$ cat src/rtl/conv_input_framer.sv
// Purpose : serialise parallel words into a 1-bit stream for the convolutional
//           encoder, appending SIZE_LENGTH-1 zero tail bits after each frame.
// Latency : first bit appears the cycle after a word is accepted; 1 bit/cycle sustained.
// Backpressure: i_ready low freezes o_bit/o_sof/o_eof/o_tail; o_ready combinationally
//           follows i_ready on the final bit of a non-last word so reloads have no bubble.
//
// Ports:
//   i_clk, i_rst_n            clock and asynchronous active-low reset
//   i_valid, i_data, i_last   upstream word handshake (o_ready back-channel)
//   o_bit, o_bit_valid        serial bit and encoder shift enable (i_ready back-channel)
//   o_sof, o_eof, o_tail      first data bit / last tail bit / tail-bit markers
//   o_busy                    frame open (not IDLE)
module conv_input_framer #(
  parameter int SIZE_IN     = 8,
  parameter int SIZE_LENGTH = 3,
  parameter bit MSB_FIRST   = 1'b1
) (
  input  logic               i_clk,
  input  logic               i_rst_n,
  input  logic               i_valid,
  input  logic [SIZE_IN-1:0] i_data,
  input  logic               i_last,
  output logic               o_ready,
  input  logic               i_ready,
  output logic               o_bit,
  output logic               o_bit_valid,
  output logic               o_sof,
  output logic               o_eof,
  output logic               o_tail,
  output logic               o_busy
);

  localparam int CW = (SIZE_IN > 1) ? $clog2(SIZE_IN) : 1;
  localparam int TW = (SIZE_LENGTH > 2) ? $clog2(SIZE_LENGTH - 1) : 1;

  localparam logic [1:0] ST_IDLE  = 2'd0;
  localparam logic [1:0] ST_SHIFT = 2'd1;
  localparam logic [1:0] ST_WAIT  = 2'd2;
  localparam logic [1:0] ST_TAIL  = 2'd3;

  localparam logic [CW-1:0] CNT_LOAD  = CW'(SIZE_IN - 1);
  localparam logic [TW-1:0] TAIL_LOAD = TW'(SIZE_LENGTH - 2);

  logic [1:0]         state_q, state_d;
  logic [SIZE_IN-1:0] shreg_q, shreg_d;
  logic [CW-1:0]      bit_cnt_q, bit_cnt_d;
  logic [TW-1:0]      tail_cnt_q, tail_cnt_d;
  logic               last_q, last_d;
  logic               sof_q, sof_d;

  logic               head_bit;
  logic               last_data_bit;
  logic               accept;
  logic               consume;

  assign head_bit      = MSB_FIRST ? shreg_q[SIZE_IN-1] : shreg_q[0];
  assign last_data_bit = (state_q == ST_SHIFT) && (bit_cnt_q == '0);

  // The final data bit of a non-last word opens o_ready in the same cycle it is
  // consumed, so the next word reloads the register without an idle slot.
  assign o_ready = (state_q == ST_IDLE) || (state_q == ST_WAIT) ||
                   (last_data_bit && i_ready && !last_q);

  assign o_bit_valid = (state_q == ST_SHIFT) || (state_q == ST_TAIL);
  assign o_bit       = (state_q == ST_SHIFT) ? head_bit : 1'b0;
  assign o_sof       = (state_q == ST_SHIFT) && sof_q;
  assign o_tail      = (state_q == ST_TAIL);
  assign o_eof       = (state_q == ST_TAIL) && (tail_cnt_q == '0);
  assign o_busy      = (state_q != ST_IDLE);

  assign accept  = i_valid && o_ready;
  assign consume = o_bit_valid && i_ready;

  always_comb begin
    state_d    = state_q;
    shreg_d    = shreg_q;
    bit_cnt_d  = bit_cnt_q;
    tail_cnt_d = tail_cnt_q;
    last_d     = last_q;
    sof_d      = sof_q;

    case (state_q)
      ST_IDLE: begin
        if (accept) begin
          shreg_d   = i_data;
          bit_cnt_d = CNT_LOAD;
          last_d    = i_last;
          sof_d     = 1'b1;
          state_d   = ST_SHIFT;
        end
      end

      ST_SHIFT: begin
        if (consume) begin
          shreg_d   = MSB_FIRST ? (shreg_q << 1) : (shreg_q >> 1);
          bit_cnt_d = bit_cnt_q - CW'(1);
          sof_d     = 1'b0;
          if (bit_cnt_q == '0) begin
            if (last_q) begin
              tail_cnt_d = TAIL_LOAD;
              state_d    = ST_TAIL;
            end else if (accept) begin
              shreg_d   = i_data;
              bit_cnt_d = CNT_LOAD;
              last_d    = i_last;
            end else begin
              state_d = ST_WAIT;
            end
          end
        end
      end

      ST_WAIT: begin
        if (accept) begin
          shreg_d   = i_data;
          bit_cnt_d = CNT_LOAD;
          last_d    = i_last;
          state_d   = ST_SHIFT;
        end
      end

      default: begin // ST_TAIL
        if (consume) begin
          if (tail_cnt_q == '0) begin
            last_d  = 1'b0;
            state_d = ST_IDLE;
          end else begin
            tail_cnt_d = tail_cnt_q - TW'(1);
          end
        end
      end
    endcase
  end

  always_ff @(posedge i_clk or negedge i_rst_n) begin
    if (!i_rst_n) begin
      state_q    <= ST_IDLE;
      shreg_q    <= '0;
      bit_cnt_q  <= '0;
      tail_cnt_q <= '0;
      last_q     <= 1'b0;
      sof_q      <= 1'b0;
    end else begin
      state_q    <= state_d;
      shreg_q    <= shreg_d;
      bit_cnt_q  <= bit_cnt_d;
      tail_cnt_q <= tail_cnt_d;
      last_q     <= last_d;
      sof_q      <= sof_d;
    end
  end

endmodule

$ cat config.mk
export PLATFORM = sky130hd
export DESIGN_NAME = conv_input_framer
export DESIGN_NICKNAME = d
export VERILOG_FILES = /design/src/rtl/conv_input_framer.sv
export SDC_FILE = /design/constraint.sdc
export NUM_CORES = 1
export LEC_CHECK = 0
export CAP_MARGIN = 10
export CORE_MARGIN = 2
export CORE_UTILIZATION = 39
export DETAILED_ROUTE_END_ITERATION = 16
export GPL_TIMING_DRIVEN = 1
export PLACE_DENSITY_LB_ADDON = 0.1
export REMOVE_ABC_BUFFERS = 1
export SETUP_SLACK_MARGIN = 0.2
export SLEW_MARGIN = 20
export SYNTH_ARGS = -nofsm -noshare
export SYNTH_HDL_FRONTEND = slang
export SYNTH_SLANG_ARGS = --single-unit
$ cat constraint.sdc
create_clock -name i_clk -period 4.26 [get_ports i_clk]
set_input_delay 0.426 -clock i_clk [delete_from_list [all_inputs] [get_ports i_clk]]
set_output_delay 0.426 -clock i_clk [all_outputs]
set_load 0.02 [all_outputs]
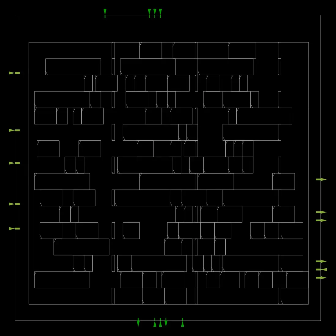
**Above:** run 1 (placement view).
Flops: 16
sequential share of cell area: 0.376
Rows: 16
Final Util: 0.527
Tapcells: 27

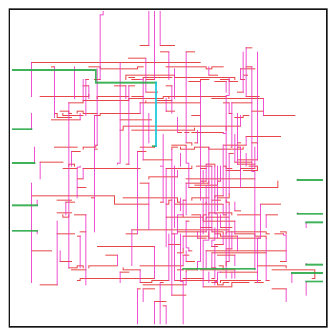
**Above:** run 1 (metal layers overlaid).
colour	layer	wire length
red	M1	728 um
green	M3	71.3 um
cyan	M4	10.2 um
magenta	M2	799 um

==> Slide: Implementation Results, run 1 <==
Synthesis and Place & Route Summary

Run status
  – Status: completed

Cells and area
  – Most common logic cells in the final layout: clkdlybuf4s50_1, dfrtp_1, a21oi_1
  – Most frequent logic cell in the layout: clkdlybuf4s50_1
  – Data buffer area share: 0.179
  – Layout cell share with drive strength beyond 1: 0.0769
  – Area-dominant class: sequential cells
  – Largest reg by FF count: shreg_q
  – Buffers, non-clock: 19
  – Finished Layout Cells: 131
  – P&R area growth vs syn: 24.8%
  – Filler cell count: a little under 200
  – ClkCell Share: 0.0212
  – Comb/total area: 0.375
  – Clock buffers: 3
  – Inverters: 5
  – Fin nets: between 100 and 150
  – Biggest regs: shreg_q: 8 flops, bit_cnt_q: 3 flops, state_q: 2 flops
  – #MultiIn Comb: 61
  – Comb area: approximately 400 sq um
  – Design area: about 1100 sq um
  – Max reg flops: 8

CTS
  – Htree depth: 1
  – Latency at later pin: around 0.27 ns
  – Setup Fix Bufs, Post-CTS: 0
  – Gates resized, CTS repair: 0
  – Clk buf depth: 2
  – Clock tree root driver cell: clkbuf_4
  – CTS Hold Buffers Added: 0
  – Clk slew on worst S/H paths: 0.09 ns
  – Clock Sinks: 16
  – CTS tree: done

Setup path
  – Worst Path Class, Setup: primary input to output port
  – Crit path DRT: approximately 3.8 ns
  – Reg-to-Reg Start: bit_cnt_q[0]
  – Critical Path Start: i_ready
  – Worst-path cell chain: clkdlybuf4s50_1, nand2b_1, o41ai_2, clkdlybuf4s50_1
  – CP max stage delay: 0.69 ns
  – Bufs and invs on worst path: 2
  – Critical path data arrival time: between 2 and 2.5 ns
  – Crit end category: output port
  – CP dominant cell by count: clkdlybuf4s50_1
  – Worst Reg-to-Reg Cells: 6
  – Worst setup SP type: primary input
  – R2R Path End: shreg_q[2]
  – Largest delay share family, worst path: buffers and inverters
  – Worst path depth: 4
  – Crit Path Max Fanout: 7
  – Flop2flop setup slack: approximately 2.5 ns
  – Worst Setup EP: o_ready

Routing
  – ANT nets after route: 0
  – Post-route DRC: 0
  – Vias: roughly 650
  – Met3 Wirelength: roughly 70 um
  – Final WL: 1610 um
  – WL/cell: around 12 um
  – Violation tally from detailed-route iteration zero: 8
  – Avg Vias per Cell: between 4 and 5
  – WL met1: between 700 and 800 um
  – Top sig layer: met4

Logic synthesis
  – Post-synth EDFFs: 0
  – Cell Type Count: 28
  – Yosys Chip Area: about 850 sq um
  – Most numerous cell in the Yosys netlist: dfrtp_1
  – Post-synth top area cell: dfrtp_1
  – Warning count from the yosys run: 0
  – Mapped Area: between 800 and 900 sq um
  – Mapped Cells: 87
  – Asr flop ratio synth: 1.00
  – Aoi share: 0.166
  – Synth Area in Simple Gates: 0.180
  – MUX area fraction: 0.0821
  – Yosys adder share: 0.0293
  – Area leader share: 0.469
  – Avg Cell Area, Syn: approximately 9.8 sq um
  – Synth flops: 16
  – Synth Flop Type: dfrtp_1
  – Top cells by area: dfrtp_1, mux2i_1, a21oi_1
  – Most instantiated cells after synthesis: dfrtp_1, a21oi_1, nor2_1
  – Ys cells: 87
  – Xor/xnor share: 0.0103

Final timing
  – TNS Setup: 0 ns
  – Final Slew Violations: 0
  – Layout Skew: 0.000985 ns
  – Slew @ Worst Pin: 0.743 ns
  – Setup violators final: 0
  – Tmin final: 2.65 ns
  – Max Freq: approximately 380 MHz
  – Worst slew margin: 0.503
  – Final WS setup: ~1.6 ns
  – RSZ-0062 raised after global routing: no
  – Final hold violation count: 0

Power
  – Internal power: ~370 uW
  – VDD IR-drop max: 245 uV
  – Switching power: 218 uW
  – Leakage: approximately 0.00047 uW
  – Seq. pwr: 262 uW
  – Reg power frac: 0.446
  – PD cells: around 550 nW/um^2
  – Clk pwr: between 70 and 80 uW
  – Logic gate share of total power: 0.422
  – Net Sw Frac: 0.371
  – Design Power: around 590 uW
  – Clock share of power: 0.132
  – Top power group: sequential cells

Die
  – Die area: between 2000 and 3000 sq um
  – # IOs: 20

Min path
  – Hold Path Depth: 2
  – Hold endpoint: shreg_q[7]
  – HP Start: shreg_q[7]

Place
  – DP Cell Count: approximately 130
  – Setup WS pre-CTS: 1.62 ns
  – Placement Cell Area: roughly 1000 sq um

Global routing
  – M2 GR Usage: 0.232
  – Gr usage total: 0.143
  – Busiest grt layer: met2
  – M3 GR Usage: 0.0387
  – First-pass GRT wire length: roughly 2700 um
  – Vias in the first global route: between 500 and 600
  – Antenna violations before repair: 0
  – Global route overflow: 0

Run
  – Tool Warnings: 26
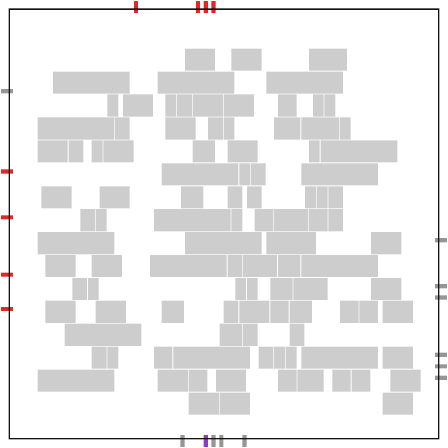
**Above:** run 1 (pin map).
Pins as bars across the die edge, other pins in grey.
colour	port	pins	direction	edge
red	i_data	8	input	4 top, 4 left
purple	i_last	1	input	bottom
port bufs: 19
die x size: 50.8 um
Die Y: 50.8 um

--- run 2 (diff from run 1) ---
clock period = 2.5 ns   (was 4.26 ns; I/O delays follow)
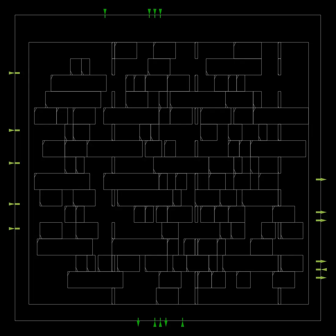
**Above:** run 2 (placement view).
core box area: 2020 sq um
filler cell count: 206

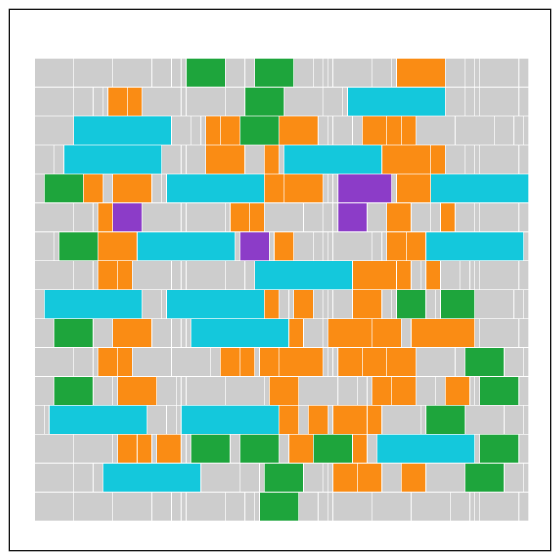
**Above:** run 2 (placed cells, one colour a class).
Fill, decap, tap and diode cells in grey.
colour	class	cells
orange	remaining logic cells	66
green	remaining buffers and delay cells	20
purple	clock drivers and dummy loads	4
cyan	registers	16

==> run 2 against run 1 <==
Sequential cell count stayed put; highest routed layer unchanged; via count is 3.5% higher; register-to-register slack worse by 1.8 ns; utilization is 0.99 points higher; count of clock-buffer cells in the layout is 1 higher.
==> Slide: Implementation Results, run 2 <==
Synthesis and Place & Route Summary

Power
  – Clk pwr: 171 uW (+120%)
  – Design Power: 1050 uW (+78%)
  – Logic gate share of total power: 0.408 (-0.014)
  – Seq. pwr: 449 uW (+71%)
  – Switching power: 383 uW (+76%)
  – Top power group: sequential cells
  – Net Sw Frac: 0.366 (-0.00542)
  – Reg power frac: 0.429 (-0.017)
  – Leakage: 0.000490 uW (+3.6%)
  – PD cells: 965 nW/um^2 (+75%)
  – Clock share of power: 0.163 (+0.031)

Cells and area
  – Largest reg by FF count: shreg_q
  – Layout cell share with drive strength beyond 1: 0.0943 (+0.0174)
  – Fin nets: 122 (+0.83%)
  – Flops: 16 (unchanged)
  – Most frequent logic cell in the layout: clkdlybuf4s50_1
  – Design area: 1080 sq um (+1.9%)
  – Clock buffers: 4 (+1)
  – Inverters: 5 (unchanged)
  – Data buffer area share: 0.181 (+0.00247)
  – Max reg flops: 8 (unchanged)
  – Finished Layout Cells: 133 (+1.5%)
  – Comb area: 399 sq um (unchanged)
  – P&R area growth vs syn: 27.1%
  – Buffers, non-clock: 20 (+1)
  – #MultiIn Comb: 61 (unchanged)
  – Final Util: 0.537 (+0.00990)
  – Most common logic cells in the final layout: clkdlybuf4s50_1, dfrtp_1, a21oi_1

Logic synthesis
  – Asr flop ratio synth: 1.00 (unchanged)
  – Synth Flop Type: dfrtp_1
  – Cell Type Count: 28 (unchanged)
  – Mapped Area: 853 sq um (unchanged)
  – Synth flops: 16 (unchanged)
  – Xor/xnor share: 0.0103 (unchanged)
  – MUX area fraction: 0.0821 (unchanged)
  – Yosys adder share: 0.0293 (unchanged)
  – Warning count from the yosys run: 0 (unchanged)
  – Ys cells: 87 (unchanged)
  – Top cells by area: dfrtp_1, mux2i_1, a21oi_1
  – Post-synth top area cell: dfrtp_1
  – Yosys Chip Area: 853 sq um (unchanged)
  – Mapped Cells: 87 (unchanged)
  – Synth Area in Simple Gates: 0.180 (unchanged)
  – Aoi share: 0.166 (unchanged)
  – Most instantiated cells after synthesis: dfrtp_1, a21oi_1, nor2_1
  – Area leader share: 0.469 (unchanged)

Final timing
  – Tmin final: between 2 and 2.5 ns
  – Final hold violation count: 0 (unchanged)
  – Setup violators final: 0 (unchanged)
  – Final WS setup: 0.447 ns (-1.17 ns)
  – Worst slew margin: 0.524 (+0.0207)
  – Slew @ Worst Pin: 0.712 ns (-0.0309 ns)
  – Layout Skew: 0.00581 ns (+0.00482 ns)
  – TNS Setup: 0 ns (unchanged)
  – RSZ-0062 raised after global routing: no

Global routing
  – M3 GR Usage: 0.0536 (+0.0149)
  – Antenna violations before repair: 0 (unchanged)
  – Vias in the first global route: 614 (+5.7%)
  – M2 GR Usage: 0.246 (+0.0132)
  – Global route overflow: 0 (unchanged)
  – Busiest grt layer: met2
  – Gr usage total: 0.144 (+0.000269)
  – First-pass GRT wire length: 2760 um (+3.1%)

CTS
  – Gates resized, CTS repair: 1 (+1)
  – Clock tree root driver cell: clkbuf_4
  – CTS Hold Buffers Added: 0 (unchanged)
  – Clk slew on worst S/H paths: 0.10 ns (about the same)
  – Htree depth: 1 (unchanged)
  – Latency at later pin: 0.28 ns (about the same)
  – CTS tree: done

Setup path
  – Worst-path cell chain: and2_1, nor2b_1, clkdlybuf4s50_1
  – Bufs and invs on worst path: 1 (-1)
  – Worst Reg-to-Reg Cells: 6 (unchanged)
  – Reg-to-Reg Start: bit_cnt_q[0]
  – Crit Path Max Fanout: 12 (+5)
  – Worst setup SP type: flip-flop
  – Critical path data arrival time: 1.80 ns (-0.42 ns)
  – Worst Setup EP: o_eof
  – Flop2flop setup slack: 0.69 ns (-1.80 ns)
  – R2R Path End: shreg_q[3]
  – Largest delay share family, worst path: buffers and inverters
  – Worst path depth: 3 (-1)
  – Critical Path Start: state_q[0]

Die
  – Die x size: 50.8 um (unchanged)
  – Die area: 2580 sq um (unchanged)
  – Tapcells: 27 (unchanged)
  – Die Y: 50.8 um (unchanged)
  – Rows: 16 (unchanged)

Place
  – DP Cell Count: 129 (+0.78%)
  – Setup WS pre-CTS: 0.387 ns (-1.23 ns)
  – Placement Cell Area: 1050 sq um (+0.72%)
  – Port bufs: 19 (unchanged)

Routing
  – Top sig layer: met4
  – Violation tally from detailed-route iteration zero: 10 (+2)
  – WL/cell: 12.3 um (+0.27%)
  – Met3 Wirelength: 79 um (+11%)
  – WL met1: 747 um (+2.8%)
  – Avg Vias per Cell: 5.08 (+2.0%)

Run status
  – Status: completed

Run
  – Tool Warnings: 26 (unchanged)
--- run 3 (diff from run 2) ---
clock period = 2.03 ns   (was 2.5 ns; I/O delays follow)
==> run 3 against run 2 <==
Global-route usage rose by 1.7 points; largest cell class unchanged; critical endpoint is now o_ready; hold slack worse by 0.15 ns; critical path type unchanged; final area is 2.8% higher.
==> Slide: Implementation Results, run 3 <==
Synthesis and Place & Route Summary

Run status
  – Status: completed

Global routing
  – Gr usage total: 0.160 (+0.0167)
  – Busiest grt layer: met2
  – Global route overflow: 0 (unchanged)
  – Antenna violations before repair: 0 (unchanged)
  – First-pass GRT wire length: 3030 um (+9.7%)

Power
  – Design Power: 1250 uW (+20%)
  – Clock share of power: 0.132 (-0.031)
  – Top power group: sequential cells
  – Reg power frac: 0.440 (+0.011)
  – PD cells: 1120 nW/um^2 (+17%)
  – Switching power: 473 uW (+24%)
  – Clk pwr: 165 uW (-4%)

Die
  – Tapcells: 27 (unchanged)
  – Die Y: 50.8 um (unchanged)
  – Die area: 2580 sq um (unchanged)
  – Rows: 16 (unchanged)
  – Core box area: 2020 sq um (unchanged)
  – Die x size: 50.8 um (unchanged)

Routing
  – Top sig layer: met4
  – Violation tally from detailed-route iteration zero: 12 (+2)
  – Avg Vias per Cell: 5.14 (+1.1%)

Cells and area
  – Flops: 16 (unchanged)
  – Max reg flops: 8 (unchanged)
  – Largest reg by FF count: shreg_q
  – Fin nets: 128 (+4.9%)
  – Design area: 1110 sq um (+2.8%)
  – Clock buffers: 3 (-1)
  – Most common logic cells in the final layout: dfrtp_1, clkdlybuf4s50_1, a21oi_1
  – P&R area growth vs syn: 30.6%
  – Comb area: 400 sq um (+0.31%)

Setup path
  – Worst setup SP type: flip-flop
  – Worst path depth: 5 (+2)
  – Worst-path cell chain: inv_1, ha_1, inv_1, o41ai_2, clkbuf_2
  – Worst Setup EP: o_ready
  – Reg-to-Reg Start: bit_cnt_q[0]
  – Critical path data arrival time: 1.60 ns (-0.20 ns)
  – Flop2flop setup slack: 0.28 ns (-0.41 ns)
  – Crit Path Max Fanout: 3 (-9)

Logic synthesis
  – Mapped Cells: 87 (unchanged)
  – Mapped Area: 853 sq um (unchanged)
  – Xor/xnor share: 0.0103 (unchanged)
  – Most instantiated cells after synthesis: dfrtp_1, a21oi_1, nor2_1
  – Synth flops: 16 (unchanged)
  – Synth Flop Type: dfrtp_1
  – Yosys Chip Area: 853 sq um (unchanged)
  – Top cells by area: dfrtp_1, mux2i_1, a21oi_1
  – Asr flop ratio synth: 1.00 (unchanged)
  – MUX area fraction: 0.0821 (unchanged)
  – Post-synth top area cell: dfrtp_1
  – Synth Area in Simple Gates: 0.180 (unchanged)
  – Aoi share: 0.166 (unchanged)
  – Area leader share: 0.469 (unchanged)
  – Yosys adder share: 0.0293 (unchanged)

Final timing
  – TNS Setup: 0 ns (unchanged)
  – Final WS setup: 0.232 ns (-0.216 ns)
  – Slew @ Worst Pin: 0.307 ns (-0.405 ns)
  – Setup violators final: 0 (unchanged)
  – Tmin final: between 1.5 and 2 ns
  – Worst slew margin: 0.795 (+0.271)
  – Layout Skew: 0.00504 ns (-0.000765 ns)

Run
  – Tool Warnings: 28 (+7.7%)

CTS
  – Latency at later pin: 0.28 ns (about the same)
  – Htree depth: 1 (unchanged)
  – Clk slew on worst S/H paths: 0.09 ns (about the same)
  – CTS tree: done

Place
  – Port bufs: 19 (unchanged)
  – Placement Cell Area: 1080 sq um (+2.9%)
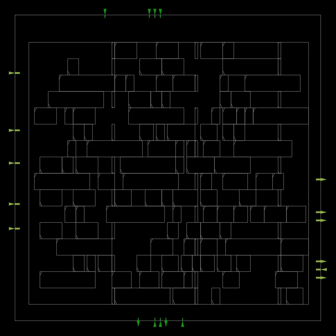
**Above:** run 3 (placement view).
Finished Layout Cells: 138
filler cell count: 194
Final Util: 0.551
sequential share of cell area: 0.361

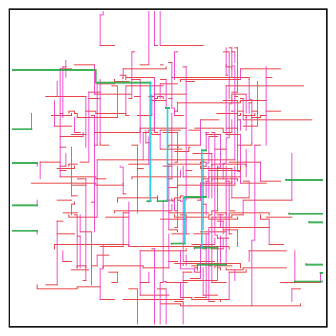
**Above:** run 3 (metal layers overlaid).
colour	layer	wire length
magenta	M2	839 um
green	M3	75.6 um
red	M1	777 um
cyan	M4	57.1 um

Power is estimated from default activity; no workload was simulated.
